File: config.mk
export PLATFORM = sky130hd
export DESIGN_NAME = wfill_monitor
export DESIGN_NICKNAME = d
export VERILOG_FILES = /design/src/rtl/fifo_pkg.sv /design/src/rtl/sync_bus_ff.sv /design/src/rtl/wfill_monitor.sv
export SDC_FILE = /design/constraint.sdc
export NUM_CORES = 1
export LEC_CHECK = 0
export ABC_AREA = 1
export CAP_MARGIN = 20
export CORE_MARGIN = 5
export CORE_UTILIZATION = 38
export DETAILED_ROUTE_END_ITERATION = 12
export HOLD_SLACK_MARGIN = 0.05
export PLACE_DENSITY = 0.72
export SLEW_MARGIN = 20
export SYNTH_ARGS = -nofsm -noshare
export SYNTH_HDL_FRONTEND = slang
export SYNTH_HIERARCHICAL = 1
export SYNTH_SLANG_ARGS = --single-unit
File: constraint.sdc
create_clock -name wclk -period 1.6 [get_ports wclk]
set_input_delay 0.32 -clock wclk [delete_from_list [all_inputs] [get_ports wclk]]
set_output_delay 0.32 -clock wclk [all_outputs]
set_load 0.03 [all_outputs]
File: src/rtl/fifo_pkg.sv
// Shared async-FIFO helpers: pointer geometry and Gray/binary conversion.
// Used by the write-side fill monitor, the write-pointer/full logic and
// the read-side empty logic.
package fifo_pkg;

    // Widest pointer the conversion helpers handle.
    localparam int unsigned GRAY_MAX_W = 32;

    // FIFO depth for a given address width.
    function automatic int unsigned depth_of(input int unsigned aw);
        return 32'd1 << aw;
    endfunction

    // Pointer width: one extra wrap bit above the address.
    function automatic int unsigned ptr_width(input int unsigned aw);
        return aw + 32'd1;
    endfunction

    // Mask selecting the low w bits of a GRAY_MAX_W-bit word.
    function automatic logic [GRAY_MAX_W-1:0] width_mask(input int unsigned w);
        if (w >= GRAY_MAX_W)
            return '1;
        else
            return (GRAY_MAX_W'(1) << w) - GRAY_MAX_W'(1);
    endfunction

    // Gray to binary for a w-bit code: each binary bit is the XOR of all
    // Gray bits at or above it, i.e. the XOR of every right shift.
    function automatic logic [GRAY_MAX_W-1:0] gray2bin(input logic [GRAY_MAX_W-1:0] g,
                                                       input int unsigned            w);
        logic [GRAY_MAX_W-1:0] gm;
        logic [GRAY_MAX_W-1:0] b;
        gm = g & width_mask(w);
        b  = gm;
        for (int unsigned k = 1; k < GRAY_MAX_W; k++)
            b = b ^ (gm >> k);
        return b;
    endfunction

    // Binary to Gray for a w-bit value.
    function automatic logic [GRAY_MAX_W-1:0] bin2gray(input logic [GRAY_MAX_W-1:0] b,
                                                       input int unsigned            w);
        logic [GRAY_MAX_W-1:0] bm;
        bm = b & width_mask(w);
        return bm ^ (bm >> 1);
    endfunction

endpackage

File: src/rtl/sync_bus_ff.sv
// Generic STAGES-deep, W-bit flop synchronizer with async active-low reset.
// Only valid for buses that change by at most one bit per source-clock
// cycle (Gray pointers). No logic between stages.
module sync_bus_ff #(
    parameter int unsigned W      = 4,
    parameter int unsigned STAGES = 2
) (
    input  logic         clk,
    input  logic         rst_n,
    input  logic [W-1:0] d,
    output logic [W-1:0] q
);

    logic [W-1:0] sync_q [STAGES];
    logic [W-1:0] sync_d [STAGES];

    // Next-state of the chain: stage 0 takes the input, others shift.
    always_comb begin
        sync_d[0] = d;
        for (int unsigned i = 1; i < STAGES; i++)
            sync_d[i] = sync_q[i-1];
    end

    // Synchronizer flops, cleared asynchronously.
    always_ff @(posedge clk or negedge rst_n) begin
        if (!rst_n) begin
            for (int unsigned i = 0; i < STAGES; i++)
                sync_q[i] <= '0;
        end else begin
            for (int unsigned i = 0; i < STAGES; i++)
                sync_q[i] <= sync_d[i];
        end
    end

    assign q = sync_q[STAGES-1];

endmodule

File: src/rtl/wfill_monitor.sv
// Write-domain read-pointer receiver and fill-level tracker.
// Synchronizes the Gray read pointer into wclk, decodes both pointers and
// registers occupancy and almost-full. Defining WFILL_CHECK_EN adds a
// sticky flag for pointer pairs where the read side appears ahead.
module wfill_monitor
    import fifo_pkg::*;
#(
    parameter int unsigned ADDR_WIDTH   = 3,
    parameter int unsigned SYNC_STAGES  = 2,
    parameter int unsigned AFULL_THRESH = 6
) (
    input  logic                wclk,
    input  logic                rst_n,
    input  logic [ADDR_WIDTH:0] rptr,
    input  logic [ADDR_WIDTH:0] wptr,
    input  logic                err_clr,
    output logic [ADDR_WIDTH:0] rptr_sync,
    output logic [ADDR_WIDTH:0] wlevel,
    output logic                almost_full,
    output logic                wfill_err
);

    localparam int unsigned PTR_W = ptr_width(ADDR_WIDTH);
    localparam int unsigned DEPTH = depth_of(ADDR_WIDTH);

    logic [PTR_W-1:0] rbin;
    logic [PTR_W-1:0] wbin;
    logic [PTR_W-1:0] diff;

    logic [PTR_W-1:0] wlevel_d, wlevel_q;
    logic             afull_d,  afull_q;

    sync_bus_ff #(
        .W      (PTR_W),
        .STAGES (SYNC_STAGES)
    ) u_rptr_sync (
        .clk   (wclk),
        .rst_n (rst_n),
        .d     (rptr),
        .q     (rptr_sync)
    );

    // Decode both pointers and form the modulo occupancy.
    always_comb begin
        rbin = PTR_W'(gray2bin(GRAY_MAX_W'(rptr_sync), PTR_W));
        wbin = PTR_W'(gray2bin(GRAY_MAX_W'(wptr), PTR_W));
        diff = wbin - rbin;
    end

    // Next-state for the level and almost-full registers.
    always_comb begin
        wlevel_d = diff;
        afull_d  = (diff >= PTR_W'(AFULL_THRESH));
    end

    // Level and almost-full registers.
    always_ff @(posedge wclk or negedge rst_n) begin
        if (!rst_n) begin
            wlevel_q <= '0;
            afull_q  <= 1'b0;
        end else begin
            wlevel_q <= wlevel_d;
            afull_q  <= afull_d;
        end
    end

    assign wlevel      = wlevel_q;
    assign almost_full = afull_q;

`ifdef WFILL_CHECK_EN
    logic err_set;
    logic err_d, err_q;

    // Sticky error: set beats clear, clear beats hold.
    always_comb begin
        err_set = (diff > PTR_W'(DEPTH));
        err_d   = err_q;
        if (err_set)
            err_d = 1'b1;
        else if (err_clr)
            err_d = 1'b0;
    end

    // Error register.
    always_ff @(posedge wclk or negedge rst_n) begin
        if (!rst_n)
            err_q <= 1'b0;
        else
            err_q <= err_d;
    end

    assign wfill_err = err_q;
`else
    logic unused_err_clr;
    assign unused_err_clr = err_clr;
    assign wfill_err      = 1'b0;
`endif

endmodule

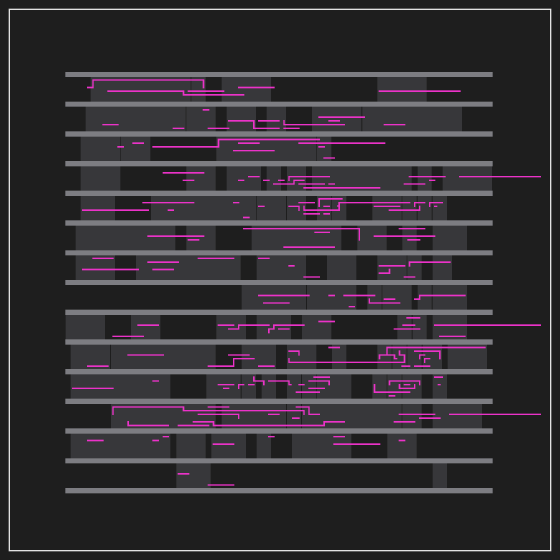
Figure 1: met1 routing.
Supply wires on this layer in gray.
main direction = horizontal
longest straight run = 11.0 um

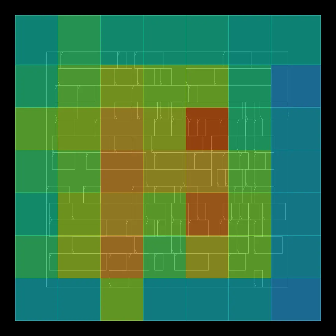
Figure 2: routing congestion map.
met3 Usage GRT: 3.98%
highest-utilization routing layer at the global route stage: met2
Global Route Usage Sum: 11.2%
final design utilization: 62.9%

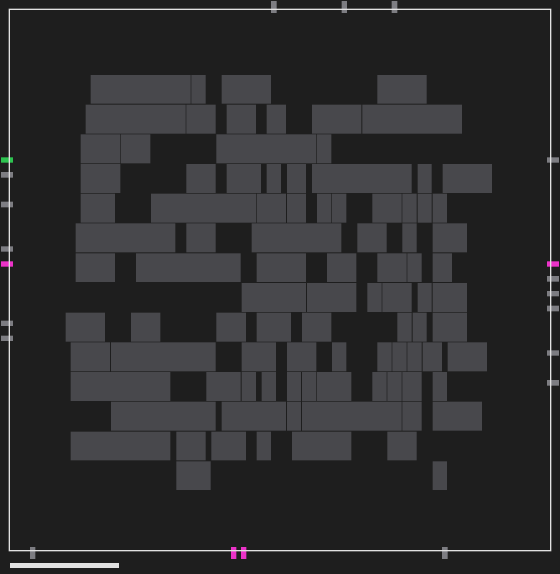
Figure 3: pin placement.
Bar = 10 um. Pins as bars across the die edge, other pins in gray.
green -> `rst_n`  # pins 1, direction input, edge left
magenta -> `rptr_sync`  # pins 4, direction output, edge 2 bottom, 1 left, 1 right

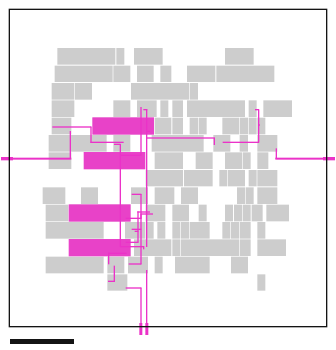
Figure 4: wires at chosen ports, followed through buffers.
Bar = 10 um.
magenta -> `rptr_sync`  # bits 4, direction output, edge 2 bottom, 1 left, 1 right, end cells 4, buffers 7, wire 166 um

## where the power goes
part           internal, W  switching (W)
Combinational     0.000188       0.000219
Sequential        0.000380      0.0000163
Clock            0.0000964      0.0000989
## cells in the mapped netlist (all sizes together)
cell type | instances | area share, %
a21oi | 1 | 0.85
inv | 9 | 5.7
fa | 1 | 3.4
xor2 | 4 | 5.9
nand3 | 6 | 5.1
ha | 3 | 6.4
conb | 1 | 0.63
buf | 1 | 1.3
xnor2 | 2 | 4.2
nand2 | 18 | 11
dfrtp | 13 | 55
## path summary, 6_finish.rpt
path / from / to / slack [ns] / depth (start not counted)
max: u_rptr_sync/q[2]$_DFF_PN0_ / almost_full$_DFF_PN0_ / -0.15 / 9
min: rst_n / u_rptr_sync/sync_d[3]$_DFF_PN0_ / 0.34 / 2
max reg2reg: u_rptr_sync/q[2]$_DFF_PN0_ / almost_full$_DFF_PN0_ / -0.15 / 9
min reg2reg: u_rptr_sync/sync_d[2]$_DFF_PN0_ / u_rptr_sync/q[2]$_DFF_PN0_ / 0.35 / 0
max in group asynchronous: rst_n / u_rptr_sync/q[0]$_DFF_PN0_ / 1.08 / 2
min in group wclk: u_rptr_sync/sync_d[2]$_DFF_PN0_ / u_rptr_sync/q[2]$_DFF_PN0_ / 0.35 / 0
## stage by stage
step / TNS [ns] / total power, W / setup slack [ns] / instance area [sq um]
3_5_place_dp: -2.46 / 0.000796 / -0.705 / 876
2_1_floorplan: -0.182 / 0.000611 / -0.152 / 601
4_1_cts: -0.647 / 0.00102 / -0.208 / 925
3_3_place_gp: -2.21 / 0.000785 / -0.646 / 876
6_report: -0.474 / 0.000999 / -0.152 / 936
5_1_grt: -0.883 / 0.00107 / -0.261 / 936
==> impl_metrics.json <==
{
  "run_status": "finished, violations left",
  "failed_checks": "negative setup slack",
  "syn_area_per_cell_sq_um": 10.0,
  "first_drt_iteration_drcs": 2,
  "finalClockPeriodUsage_pct": 109,
  "crit_path_cell_trace": "xnor2_2 > nand2_1 > nand2_1 > inv_1 > ha_2 > inv_2 > fa_2 > nand2_1 > nand3_1",
  "global_route.usage.met1_pct": 11.0,
  "synthCells": 59,
  "hold-worst-slack_ns": 0.343,
  "layout.clock.cell_area_share_pct": 2.81,
  "flops": 13,
  "final.setup_skew_ns": 0.00272,
  "clock_sink_count": 13,
  "layout_top_cells": "18 x sky130_fd_sc_hd__nand2_1, 14 x sky130_fd_sc_hd__buf_4, 9 x sky130_fd_sc_hd__dfrtp_1",
  "synth-seq-cells": 13,
  "critPathRequiredTime_ns": 1.75,
  "yosysCellCount": 59,
  "ys_sh_simple_pct": 16.5,
  "routed-via-count": 482,
  "finish.cell_count_without_fillers": 110,
  "path_class": "reg -> reg",
  "non_clock_buffer_area_share_pct": 30.5,
  "timing.critical_path.max_delay_family": "adder cells",
  "routed_wl_mm": 1.18,
  "synthToLayoutAreaGrowth_pct": 58.5,
  "netlist_area_sq_um": 591,
  "yosys-dominant-comb-family": "simple AND/OR/NAND/NOR gates",
  "combAreaFraction_pct": 25.7,
  "timing.hold.worst.class": "in -> async",
  "detailroute.wirelength.met3_um": 92,
  "crit_fanout": 3,
  "xor_share_pct": 10.2,
  "setup_viol": 4,
  "wl_met1_um": 437,
  "critical-path-slowest-cell": "sky130_fd_sc_hd__dfrtp_2",
  "sh_seq_area_pct": 35.3,
  "inserted_tap_cell_count": 16,
  "synth_warnings": 6,
  "clk_latency_ns": 0.27,
  "critical_path.endpoint_type": "flop",
  "layout.clock_buffers": 4,
  "first_global_vias": 526,
  "grt_antenna_before_repair": 0,
  "antenna_left": 0,
  "finalHoldViolCount": 0,
  "period_needed_ns": 1.75,
  "post-cts-setup-buffer-count": 3,
  "cp.buffers_inverters": 2,
  "synthAdderAreaFrac_pct": 9.75,
  "floorplan.die.width_um": 49.4,
  "synth_seq_share_pct": 55.1,
  "clk_pin_slew_worst_paths_ns": 0.08,
  "fp_util_pct": 39.7,
  "num-nonclk-inverters": 9,
  "num_antenna_cells": 0,
  "critPathMaxStageDelay_ns": 0.44,
  "drv_slew": 0,
  "multiInputCombCellCount": 36,
  "ctsHtreeMaxLevel": 1,
  "clock_tree_from_tritoncts": "done",
  "stage_log_warnings": 30,
  "grt_use_met2_pct": 21.0,
  "first_pass_grt_wire_length_mm": 2.14,
  "layout.filler_cells": 146,
  "critical_path_arrival_ns": 1.90,
  "grt_max_degree": 14,
  "vias_per_cell": 4.38,
  "aoi_share_pct": 0.847,
  "power.leakage_nw": 0.526,
  "holdBufCountCts": 0,
  "cts.path.max_buffers": 2,
  "detail_route.first_pass.iterations": 3,
  "highest_layer": "met3",
  "clock.fmax_mhz": 571,
  "rows": 14,
  "yosys_area_sq_um": 591,
  "unrepaired_setup_endpoints_after_global_routing": "yes",
  "gp_congestion": 0.701,
  "num-nets-final": 110,
  "die-area_sq_mm": 0.00244,
  "muxShareOfSynthArea_pct": 0,
  "cts_buffers": 3,
  "grt_overflow_total": 0,
  "post-route-worst-setup-slack_ns": -0.152,
  "layout.cells.most_common": "sky130_fd_sc_hd__nand2_1",
  "layout.non_clock_buffers": 32,
  "placed_cells_incl_taps": 103,
  "largestClassByArea": "sequential cells",
  "drive_gt1_share_pct": 29.8,
  "post_cts_resized": 9,
  "ir_drop_v": 0.000849,
  "io_pins": 21,
  "dr_wl_met2_um": 650,
  "synth_cell_type_count": 12,
  "fp_nets": 74,
  "power.density_mw_per_mm2": 1070,
  "drc": 0,
  "detailed_place_hpwl_um": 916,
  "drt-wirelength-per-cell_um": 10.7,
  "logic_cell_area_sq_um": 240,
  "final-seq-area_sq_um": 330,
  "coreArea_sq_mm": 0.00149,
  "timing.max_cap.violations": 0,
  "clock-root-buffer": "sky130_fd_sc_hd__clkbuf_4",
  "critical-path-top-cell-by-count": "sky130_fd_sc_hd__nand2_1",
  "floorplan.die.height_um": 49.4,
  "worst_setup_path_start_kind": "flop",
  "port_buffers": 18
}
Power and IR drop assume default switching activity.
